==> config.mk <==
export PLATFORM = sky130hd
export DESIGN_NAME = systolic_seq_flat
export DESIGN_NICKNAME = d
export VERILOG_FILES = /design/src/rtl/systolic_pkg.sv /design/src/rtl/systolic_seq_if.sv /design/src/rtl/systolic_skew_mux.sv /design/src/rtl/systolic_seq.sv /design/src/flat_wrapper.sv
export SDC_FILE = /design/constraint.sdc
export NUM_CORES = 1
export LEC_CHECK = 0
export ABC_AREA = 1
export CAP_MARGIN = 20
export CORE_MARGIN = 3
export CORE_UTILIZATION = 45
export CTS_BUF_LIST = sky130_fd_sc_hd__clkbuf_8 sky130_fd_sc_hd__clkbuf_16
export DETAILED_ROUTE_END_ITERATION = 12
export PLACE_DENSITY = 0.74
export REMOVE_ABC_BUFFERS = 1
export SETUP_SLACK_MARGIN = 0.2
export SLEW_MARGIN = 20
export SYNTH_ARGS = -nofsm -noshare
export SYNTH_HDL_FRONTEND = slang
export SYNTH_SLANG_ARGS = --single-unit
==> constraint.sdc <==
create_clock -name clk -period 2.4 [get_ports clk]
set_input_delay 0.48 -clock clk [delete_from_list [all_inputs] [get_ports clk]]
set_output_delay 0.48 -clock clk [all_outputs]
set_load 0.01 [all_outputs]
**Run 1: zoomed window**

Region (118, 118) to (138, 138) um. Cells in gray, sequential cells in the stronger gray; small squares are vias.
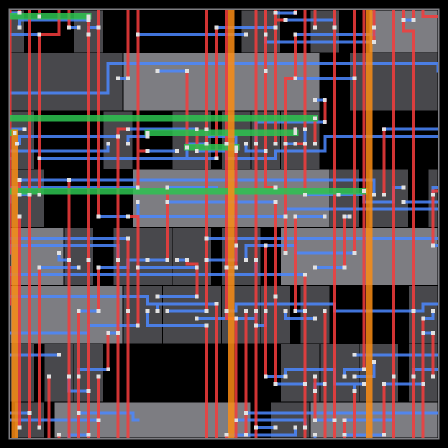
| layer | color |
|---|---|
| M1 | blue |
| M2 | red |
| M4 | orange |
| M3 | green |
sequential cells in the window: 6
most frequent: nand2_1 (13), nand3_1 (12), dfrtp_1 (6)
cells with their middle in the window: 38

**Run 1: the clock network**

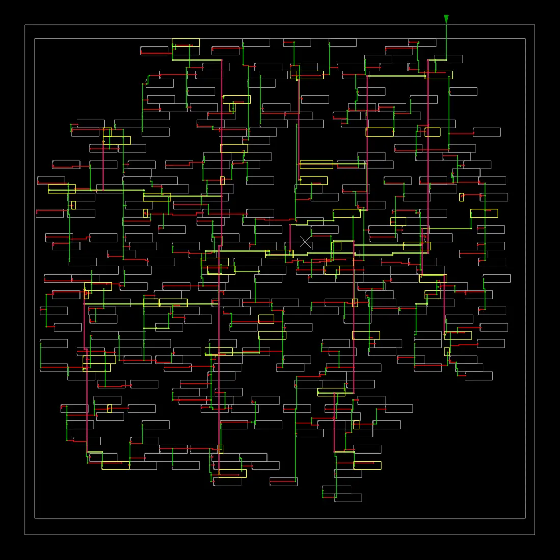
Inserted Clock Buffers: 29
total number of clock tree sinks: 265
sequential cell count of the final layout: 265

**Run 1: wiring by layer**

(3 px per um) Only two layers are drawn.
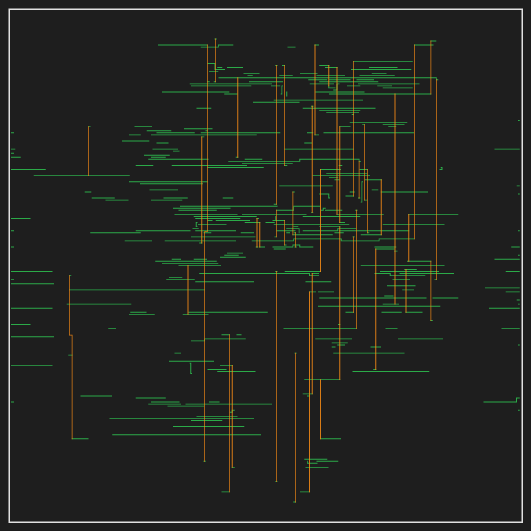
| layer | color | wire length |
|---|---|---|
| M3 | green | 2890 um |
| M4 | orange | 1500 um |
via count: 10.7k
total routed wirelength: 35000 um

==> notes.org <==
* Flow results

** Synth
- Yosys mapped a number of flops with a built-in enable equal to 0.
- Post-synth top area cell :: dfrtp_1
- Library cells used by synthesis :: 24
- Yosys stat area :: roughly 12000 um^2
- The post-synth register bit count is roughly 270.
- Yosys stat cell total :: between 1.5k and 2k
- Summed over its instances, the top area cell type makes up 54.3% of the synthesized netlist area.
- Number of warning messages in the yosys log :: 0
- The commonest cells after synthesis are nand2_1 (465), nand3_1 (266), dfrtp_1 (264).
- For reference, the top cells by area after synthesis are dfrtp_1 (54%), nand2_1 (14%), nand3_1 (11%), inv_1 (7.7%), o21ai_1 (2.9%).
- Combined area of all synthesized cells :: between 10000 and 15000 um^2
- Cells after synthesis :: around 1.5k
- Post-synthesis average cell area :: between 7 and 8 um^2

** Setup path
- The worst setup path is of the reg2out kind.
- Per STA, the highest per-stage delay on the worst path measures between 500 and 600 ps.
- Required time of the critical path :: around 1900 ps
- Worst setup SP type :: flop
- Cell chain of the critical path :: buf_4 -> clkdlybuf4s50_1
- Critical path endpoint category :: output pin
- For the worst flop-to-flop path, the logic depth is 11.

** Pwr
- The report lists the power per cell area as between 1000 and 1500 nW/um^2.

** Final timing
- Summed over all failing endpoints, the final setup total negative slack is 0 ps.
- Hold timing on the final database bottoms out at a slack of 458 ps.
- Endpoints with negative setup slack in the final report add up to 0.
- Worst Max-Slew Pin Slew :: approximately 660 ps
- Setup ws final :: approximately 210 ps
- Max-slew violation total from the final report :: 0
- Skew final :: ~12 ps
- Setup repair after global routing left no endpoint under its margin.

** Floorplanning
- The die is 170 um tall.
- Row count :: 59
- After floorplanning, the core was sized to cover 26400 um^2.
- According to the floorplan report, the total die area is 29100 um^2.
- Num tapcells :: 335

** Cells and area
- Counting plain and timing-repair buffers in the layout gives between 150 and 200.
- After the last flow step, the layout net total stands at between 1.5k and 2k.
- Final core utilization :: 57.2%
- Summing all flip-flop and latch instances after layout gives 6630 um^2.
- The layout report lists the clock-cell share of area as 6.21%.
- The layout has ~2.3k filler cells.
- Sequential fraction of total cell area :: 44.0%
- Comb/total area :: between 20% and 30%
- For this run, combinational gates with multiple inputs come to around 900.
- Number of cells in the finished layout apart from fillers :: between 2k and 2.5k
- Non-Clock Buffer Area Fraction :: 13.2%
- Flip-flop count of the largest register after layout :: ~140
- Relative to the synthesized area, the layout overhead comes to 23.8%.
- In the finished layout, the clock tree contains a buffer count of 35.

** Drt
- After detailed routing, the number of remaining DRC violations is 1.
- In the routed layout, each cell is associated on average with a via count of between 5 and 6.
- The first routing iteration left roughly 1.2k violations.
- In the log, the iteration count for the first detailed-route pass is 10.
- In this run the remaining antenna-violating nets after routing total 0.

** Clock network
- Hold buffer count at CTS :: 1
- Setup repair bufs after CTS :: 0
- H-tree levels :: 1
- Clock Latency Late Sink :: ~550 ps
- Maximum root-to-sink buffer count :: 3
- Clock slew at the register clock pins of the worst setup and hold paths :: approximately 60 ps
- Number of instances resized during post-cts repair :: 0
- Clock tree from TritonCTS :: yes

** GRT
- GR Overflow Total :: 0
- Global-route wire length before repair :: roughly 54000 um
- Largest net degree at the start of global routing :: 64
- Tot GR Track Use :: about 23%
- Initial antenna violation count :: 0

** Placement
- Logged for this run, the post-placement worst setup slack is -72.2 ps.
- In this run, placement finished with an instance count of between 1.5k and 2k.
- For this run the detailed placement stage logged an HPWL of around 21000 um.

** Outcome
- Failing checks :: DRC
- The flow ran to the end, but the final reports show violations.

** Job
- Max-cap check violation count :: 0
- OpenROAD warnings :: 27
-- run 1: cell families (layout without fill, tap and decap cells) --
logic type	count (synthesis)	after routing	synth area share [%]
simple gates	766	766	26.9
flops	265	265	54.5
fa+ha+maj	3	3	0.308
buf+inv	363	492	12.3
xor+xnor	1	1	0.0720
compound gates	145	145	5.96
-- run 1: report_power, final --
group          internal, W  switching [W]  total, W
Clock              0.00258        0.00180   0.00438
Combinational      0.00325        0.00545   0.00871
Sequential         0.00556       0.000402   0.00596
-- run 1: layout by cell type, fill, tap and decap left out --
cell / n
nand2_1: 462
nand3_1: 264
dfrtp_1: 264
inv_1: 255
clkdlybuf4s50_1: 91
o21ai_1: 71
buf_4: 59
o21ai_0: 57
clkbuf_16: 34
buf_12: 24
a21oi_1: 17
nor2_1: 15
inv_2: 10
nor2_2: 6
nand2_2: 6
clkbuf_8: 6
nor2_4: 5
clkinv_2: 5
ha_1: 3
nand3_2: 2
nand3_4: 2
nor3_2: 2
inv_6: 2
bufinv_16: 2
xor2_1: 1
nand4_1: 1
nor3_4: 1
clkinvlp_4: 1
dlygate4sd3_1: 1
buf_8: 1
buf_6: 1
dfstp_2: 1
-- run 1: worst max-delay path: cells and delay by family (launching register included) --
| family | cells | cell delay, ps |
|---|---|---|
| flip-flops | 1 | 440 |
| buffers and inverters | 2 | 730 |
-- run 1: layer usage --
| layer | up-vias | GRT usage, % | share of wire, % |
|---|---|---|---|
| met3 | 104 | 3.51 | 8.3 |
| met2 | 540 | 37.7 | 47 |
| met4 | 0 | 8.11 | 4.3 |
| li1 | 4985 | - | - |
| met5 | - | 0 | 0 |
| met1 | 5024 | 32.1 | 40 |
Power and IR drop assume default switching activity.
